==> run_1/ff_map.png <==
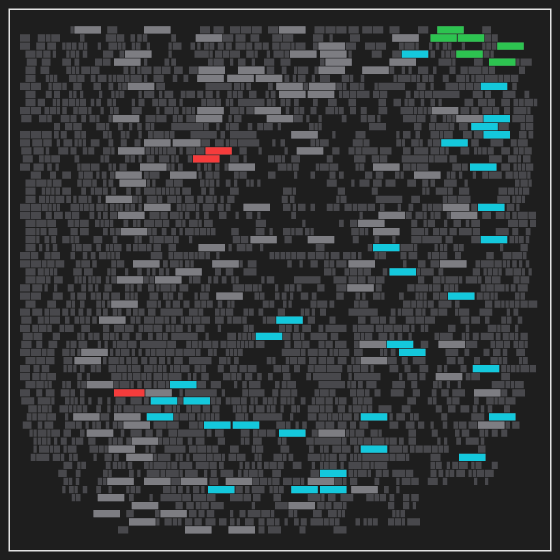
==> run_1/port_trees.png <==
Scale bar: 50 µm.
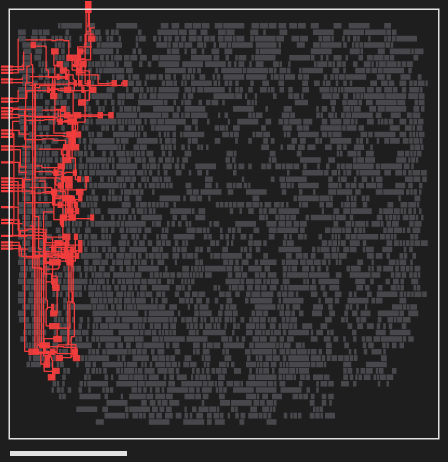
==> run_1/congestion_map.png <==
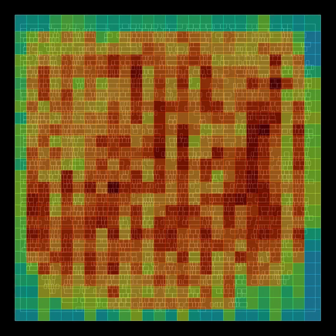
## config.mk

```make
export PLATFORM = sky130hd
export DESIGN_NAME = ex_muldiv
export DESIGN_NICKNAME = d
export VERILOG_FILES = /design/src/rtl/ex_muldiv.sv
export SDC_FILE = /design/constraint.sdc
export NUM_CORES = 1
export LEC_CHECK = 0
export CAP_MARGIN = 10
export CORE_MARGIN = 3
export CORE_UTILIZATION = 51
export DETAILED_ROUTE_END_ITERATION = 10
export PLACE_DENSITY = 0.8
export RECOVER_POWER = 100
export SLEW_MARGIN = 10
export SYNTH_ARGS = -nofsm -noshare
export SYNTH_HDL_FRONTEND = slang
export SYNTH_SLANG_ARGS = --single-unit
```

## constraint.sdc

```tcl
create_clock -name clk -period 5.25 [get_ports clk]
set_clock_uncertainty 0.2 [all_clocks]
set_input_delay 1.05 -clock clk [delete_from_list [all_inputs] [get_ports clk]]
set_output_delay 1.05 -clock clk [all_outputs]
set_load 0.02 [all_outputs]
```

## src/rtl/ex_muldiv.sv

```systemverilog
// ---------------------------------------------------------------------------
// ex_muldiv
//   Iterative RV32M multiply/divide unit for the EX stage. One shift-add
//   (multiply) or restoring shift-subtract (divide) step per cycle on operand
//   magnitudes. The sign is fixed up when the result is written. Divide-by-zero
//   and signed overflow skip the iteration and finish one cycle after start.
//
// Ports
//   clk       rising-edge clock for all state
//   rst       asynchronous, active-high reset
//   start_i   request a new operation (sampled only in IDLE)
//   flush_i   abort the in-flight operation; wins over start_i
//   op_i      RV32M funct3: MUL, MULH, MULHSU, MULHU, DIV, DIVU, REM, REMU
//   rs1_i     operand A (multiplicand / dividend)
//   rs2_i     operand B (multiplier / divisor)
//   busy_o    high while not IDLE (pipeline stall)
//   done_o    one-cycle completion pulse, result_o valid in the same cycle
//   result_o  registered result, held until the next completion
// ---------------------------------------------------------------------------
module ex_muldiv #(
  parameter int XLEN = 32
) (
  input  logic            clk,
  input  logic            rst,
  input  logic            start_i,
  input  logic            flush_i,
  input  logic [2:0]      op_i,
  input  logic [XLEN-1:0] rs1_i,
  input  logic [XLEN-1:0] rs2_i,
  output logic            busy_o,
  output logic            done_o,
  output logic [XLEN-1:0] result_o
);

  localparam logic [2:0] OP_MUL    = 3'd0;
  localparam logic [2:0] OP_MULH   = 3'd1;
  localparam logic [2:0] OP_MULHSU = 3'd2;
  localparam logic [2:0] OP_MULHU  = 3'd3;
  localparam logic [2:0] OP_DIV    = 3'd4;
  localparam logic [2:0] OP_DIVU   = 3'd5;
  localparam logic [2:0] OP_REM    = 3'd6;
  localparam logic [2:0] OP_REMU   = 3'd7;

  localparam logic [XLEN-1:0] MIN_INT = {1'b1, {(XLEN-1){1'b0}}};
  localparam logic [5:0]      LAST_CNT = 6'(XLEN - 1);

  typedef enum logic [1:0] {
    IDLE,
    CALC,
    DONE
  } state_t;

  state_t          state;
  logic [2:0]      op_q;
  logic [XLEN-1:0] opnd_q;   // multiplicand (mul) or divisor (div)
  logic [XLEN-1:0] hi_q;     // product high half (mul) or partial remainder (div)
  logic [XLEN-1:0] lo_q;     // multiplier shifting out / quotient shifting in
  logic            neg_q;    // final result must be negated
  logic [5:0]      cnt_q;

  // Operand decode at accept time
  logic            sign_a;
  logic            sign_b;
  logic            a_neg;
  logic            b_neg;
  logic [XLEN-1:0] a_mag;
  logic [XLEN-1:0] b_mag;
  logic            neg_in;
  logic            div_zero;
  logic            div_ovf;
  logic [XLEN-1:0] fast_res;

  always_comb begin
    sign_a   = (op_i == OP_MULH) || (op_i == OP_MULHSU) ||
               (op_i == OP_DIV)  || (op_i == OP_REM);
    sign_b   = (op_i == OP_MULH) || (op_i == OP_DIV) || (op_i == OP_REM);
    a_neg    = sign_a & rs1_i[XLEN-1];
    b_neg    = sign_b & rs2_i[XLEN-1];
    a_mag    = a_neg ? -rs1_i : rs1_i;
    b_mag    = b_neg ? -rs2_i : rs2_i;
    // Remainder follows the dividend; product and quotient follow sign XOR.
    neg_in   = (op_i == OP_REM) ? a_neg : (a_neg ^ b_neg);
    div_zero = op_i[2] && (rs2_i == '0);
    div_ovf  = ((op_i == OP_DIV) || (op_i == OP_REM)) &&
               (rs1_i == MIN_INT) && (rs2_i == '1);
    if (div_zero) begin
      fast_res = op_i[1] ? rs1_i : '1;
    end else begin
      fast_res = (op_i == OP_DIV) ? MIN_INT : '0;
    end
  end

  // One iteration step and the sign-corrected result built from its outcome
  logic [XLEN:0]     mul_sum;
  logic [XLEN:0]     div_shift;
  logic [XLEN:0]     div_diff;
  logic [XLEN-1:0]   hi_nxt;
  logic [XLEN-1:0]   lo_nxt;
  logic [2*XLEN-1:0] prod;
  logic [2*XLEN-1:0] prod_s;
  logic [XLEN-1:0]   quo_s;
  logic [XLEN-1:0]   rem_s;
  logic [XLEN-1:0]   final_res;

  always_comb begin
    mul_sum   = {1'b0, hi_q} + (lo_q[0] ? {1'b0, opnd_q} : '0);
    div_shift = {hi_q, lo_q[XLEN-1]};
    div_diff  = div_shift - {1'b0, opnd_q};
    if (op_q[2]) begin
      // Borrow means the divisor did not fit: keep the shifted remainder.
      hi_nxt = div_diff[XLEN] ? div_shift[XLEN-1:0] : div_diff[XLEN-1:0];
      lo_nxt = {lo_q[XLEN-2:0], ~div_diff[XLEN]};
    end else begin
      hi_nxt = mul_sum[XLEN:1];
      lo_nxt = {mul_sum[0], lo_q[XLEN-1:1]};
    end

    prod   = {hi_nxt, lo_nxt};
    prod_s = neg_q ? -prod : prod;
    quo_s  = neg_q ? -lo_nxt : lo_nxt;
    rem_s  = neg_q ? -hi_nxt : hi_nxt;

    unique case (op_q)
      OP_MUL:                        final_res = prod_s[XLEN-1:0];
      OP_MULH, OP_MULHSU, OP_MULHU:  final_res = prod_s[2*XLEN-1:XLEN];
      OP_DIV, OP_DIVU:               final_res = quo_s;
      OP_REM, OP_REMU:               final_res = rem_s;
      default:                       final_res = '0;
    endcase
  end

  always_ff @(posedge clk or posedge rst) begin
    if (rst) begin
      state    <= IDLE;
      op_q     <= '0;
      opnd_q   <= '0;
      hi_q     <= '0;
      lo_q     <= '0;
      neg_q    <= 1'b0;
      cnt_q    <= '0;
      result_o <= '0;
    end else begin
      unique case (state)
        IDLE: begin
          if (start_i && !flush_i) begin
            op_q   <= op_i;
            neg_q  <= neg_in;
            cnt_q  <= '0;
            hi_q   <= '0;
            opnd_q <= op_i[2] ? b_mag : a_mag;
            lo_q   <= op_i[2] ? a_mag : b_mag;
            if (div_zero || div_ovf) begin
              result_o <= fast_res;
              state    <= DONE;
            end else begin
              state    <= CALC;
            end
          end
        end
        CALC: begin
          if (flush_i) begin
            state <= IDLE;
          end else begin
            hi_q  <= hi_nxt;
            lo_q  <= lo_nxt;
            cnt_q <= cnt_q + 6'd1;
            if (cnt_q == LAST_CNT) begin
              result_o <= final_res;
              state    <= DONE;
            end
          end
        end
        DONE: begin
          state <= IDLE;
        end
        default: begin
          state <= IDLE;
        end
      endcase
    end
  end

  assign busy_o = (state != IDLE);
  assign done_o = (state == DONE);

endmodule

```

==> summary.txt, run 1 <==
Update from the flow run.

Data on the critical path arrives at its endpoint at 5250 ps. The number of flops mapped to enable cells by yosys is 0. The run finished, with violations left.

The first global-routing pass estimated just over 100000 µm of wire. The final max-slew violation count recorded for this run is 116. The largest part of the power goes to combinational logic.

The count of clock buffers in the final design is 18. The area fraction in mux cells is approximately 3.4%. The worst-case setup margin in the final layout is about 170 ps. The area share of the largest cell type after synthesis is 22.1%.

The total power density per cell area is 669 nW/µm². After layout the clock buffers and inverters come to 3.23% of cell area. The cell class with the largest area share is combinational gates.

The reported max-cap violation count is 3. According to the cell report, the number of logic gates is 1860. The hold violation count in the final report is 0.

The number of vias after detailed routing is around 18k. The data-path buffer share of cell area in the final layout is 11.1%. In this run, the synthesized area fraction spent on and/or/nand/nor cells is recorded as 24.2%. The wire length the detailed router placed on met1 is approximately 26000 µm.

The number of global-route vias before repair is ~17k. The nature of the critical path endpoint is a flop. The number of cells on the worst hold path is listed as 2.

The TritonCTS clock tree is done. Post-CTS repair ended up resizing 3 cells. The width of the die is ~180 µm. Yosys stat counts 2209 cells in the synthesized netlist. Warnings raised by the tools during the run amount to 27.

The mean instance size in the synthesized netlist is 7.17 µm². The flow reports an fmax of 197 MHz. Warnings reported by Yosys during synthesis add up to 0. Counting plain and timing-repair buffers in the layout gives approximately 240. The placement summary gives the final routability congestion estimate as 1.08.

The detailed-routed wire length on met2 is approximately 29000 µm. The layout overhead on the synthesized area is 16.9%. The worst-case reg-to-reg setup slack stands at 210 ps. STA reports the tightest min-delay check as being of type reg -> reg. The beginning of the critical path is rs2_i[4]. The pin closest to its max-slew limit shows a slew of 2400 ps. The timing report gives the biggest stage delay along the critical path as 620 ps. The final reports fail on max-capacitance violations, max-slew violations.

In this run, the synthesized area fraction spent on AND-OR/OR-AND gates is recorded as 31.0%. The timing report attributes the biggest portion of critical-path delay to simple AND/OR/NAND/NOR gates. The clock tree synthesis step divided the H-tree into 4 levels. Setup repair after global routing left no endpoint under its margin. The count of placed standard cells including taps is ~2.7k. The highest-delay cell along the critical path is dlygate4sd3_1. The most frequently used library cell after synthesis is nand2_1. The fraction of cell area in multi-input combinational cells is reported as 62.5%.

The cell area after synthesis is 15800 µm². After clock tree synthesis, the setup repair step added 0 buffers.
Back to the opening pictures, ff_map.png:
[red] op_q | placed flops: 3
[cyan] hi_q | placed flops: 32
[green] cnt_q | placed flops: 6 | where: upper right
Power Sequential: 1.97 mW
Post-Route Utilization: 61.5%
register fraction of the total cell area: 19.0%

Back to the opening pictures, port_trees.png:
[red] rs1_i | bits: 32 | direction: input | end cells: 103 | buffers: 34 | wire: 2540 µm

Back to the opening pictures, congestion_map.png:
overall global routing resource usage: 39.3%
met3 track utilization from global routing: 8.83%

--- run 2 (diff from run 1) ---
CAP_MARGIN = 0   (was 10)
==> run_2/port_trees.png <==
Scale bar: 50 µm.
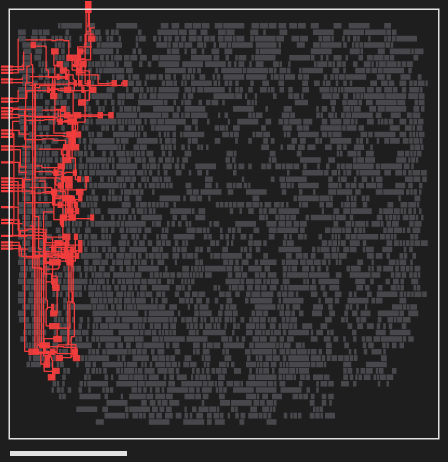
[red] rs1_i | bits: 32 | direction: input | end cells: 103 | buffers: 34 | wire: 2540 µm

==> run_2/m1.png <==
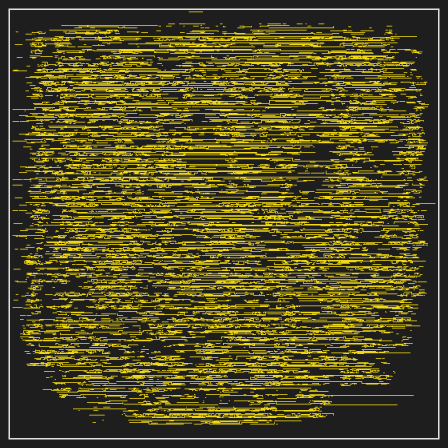
main direction: horizontal
longest straight run: 88.8 µm
nets with wire on the layer: 2336
share of all routed wire: 40%
number of vias in the routed layout: 18.3k
met1 routing resource usage after global routing: 50.4%
final routed wirelength across all metal layers: 66700 µm

==> summary.txt, run 2 <==
Update from the flow run.

The reg2reg setup slack came to 210 ps (about the same). The fraction of the core area covered by cells at the end of the flow was 61.5% (unchanged). The final cell area excluding filler cells is 18500 µm² (unchanged). The fraction of the yosys area taken by sequential cells is 22.1% (unchanged).

The maximum cell stage delay along the critical path is 620 ps (about the same). The met3 routing resource usage after global routing was 8.83% (unchanged). The hold violation count in the final report came to 0 (unchanged). The highest-delay cell along the critical path is dlygate4sd3_1 (unchanged).

The detailed-routed wire length on met2 is 29400 µm (unchanged). The maximum buffer depth of the clock tree is 2 (unchanged). The wire length of the first global-routing pass is 101000 µm (unchanged). The total congestion overflow after global routing is 0 (unchanged).

The mean instance size in the synthesized netlist is 7.17 µm² (unchanged). The cell area after synthesis is 15800 µm² (unchanged). The number of multi-input combinational cells in the layout is 1860 (unchanged).

The global-route met2 utilization is 61.4% (unchanged). The share of cell area taken by multi-input logic gates is 62.5% (unchanged). The worst voltage drop across the vdd grid is 0.000318 V (unchanged). The row count was 63 (unchanged). The gate count after technology mapping came to 2209 (unchanged). The count of plain and timing-repair buffers in the layout is 241 (unchanged). The cell class with the largest area share is combinational gates (unchanged).

The total cells reported by yosys after synthesis is 2209 (unchanged). The slew at the pin with the worst max-slew slack is 2400 ps (unchanged). The number of H-tree levels is 4 (unchanged). The number of tap cells added at floorplan is 390 (unchanged). The number of OpenROAD warnings is 27 (unchanged). The total power density per cell area is 669 nW/µm² (unchanged).

The floorplan die area was 33200 µm² (unchanged). Failing checks: max-capacitance violations, max-slew violations (unchanged). The area fraction in mux cells is 3.45% (unchanged).

The worst-case setup margin in the final layout was 166 ps (unchanged). The count of cells along the worst hold path came to 2 (unchanged). The period utilization is 96.8% (unchanged). The yosys synthesis warning count is 0 (unchanged). The topmost layer with routed signal wires is met5 (unchanged). The TritonCTS clock tree is done (unchanged). The total setup violations reported at the end of the flow is 0 (unchanged). The post-synthesis sequential element count was 140 (unchanged). The count of clock buffers in the final design came to 18 (unchanged). Status: finished, violations left (unchanged). The post-CTS setup-driven buffer insertion count is 0 (unchanged). The reported max-cap violation count was 3 (unchanged). The beginning of the critical path is rs2_i[4] (unchanged). The sequential cell area share is 19.0% (unchanged). The wire length the detailed router placed on met1 is 26500 µm (unchanged).

Largest cells by area after synthesis: dfrtp_1 22%, a21oi_1 7.5%, o21ai_0 7.3%, nand2_1 6.0%, nor2_1 5.7% (unchanged). The mean routed wirelength per cell is 24.3 µm (unchanged). The number of nets in the finished design is 2479 (unchanged). The sequential power is 1.97 mW (about the same). The clock transition time at the flip-flop clock pins of the worst setup and hold paths was 60 ps (about the same). The main flop type is dfrtp_1 (unchanged).

The part of the total power dissipated in the clock network is 10.4% (about the same). The arrival time at the worst endpoint is 5250 ps (about the same). The area of the synthesized netlist per yosys stat is 15800 µm² (unchanged).

The width of the die is 182 µm (unchanged). The peak-usage layer in the global routing report is met2 (unchanged). The post-synthesis xor/xnor area fraction is 8.30% (unchanged).

The compound-cell area share of the yosys netlist is 31.0% (unchanged). The clock network area share is 3.23% (unchanged). The nature of the critical path endpoint is a flop (unchanged).

The final weighted congestion in routability-driven placement is 1.08 (unchanged). The leading cell type by number of instances after synthesis is nand2_1 (unchanged). The most instantiated logic cell after routing is nand2_1 (unchanged). The class of the tightest hold or removal check was reg -> reg (unchanged). The number of flops mapped to enable cells by yosys came to 0 (unchanged).

The count of final max-slew check failures is 116 (unchanged). The count of placed standard cells including taps is 2706 (unchanged). The layout overhead on the synthesized area is 16.9% (unchanged). RSZ-0062 raised after global routing: no (unchanged). The area share of the largest cell type after synthesis is 22.1% (unchanged).

The total routing resource utilization after global routing was 39.3% (unchanged). The combinational share of power is 73.7% (about the same). The cell family contributing the most delay on the critical path is simple AND/OR/NAND/NOR gates (unchanged).

The data-path buffer share of cell area in the final layout is 11.1% (unchanged). The startpoint type of the worst setup path is an input port (unchanged). The largest power group is combinational logic (unchanged). The achievable clock frequency is 197 MHz (unchanged). The relative contribution of sequential cells to total power was 15.9% (about the same).

The post-synthesis share of cell area spent on and, or, nand and nor gates is 24.2% (unchanged). The kind of critical path is in -> reg (unchanged). The number of global-route vias before repair was 17.2k (unchanged). The number of instances resized during post-cts repair was 3 (unchanged).
Power figures rest on the tool's default switching activity, not on a simulated workload.
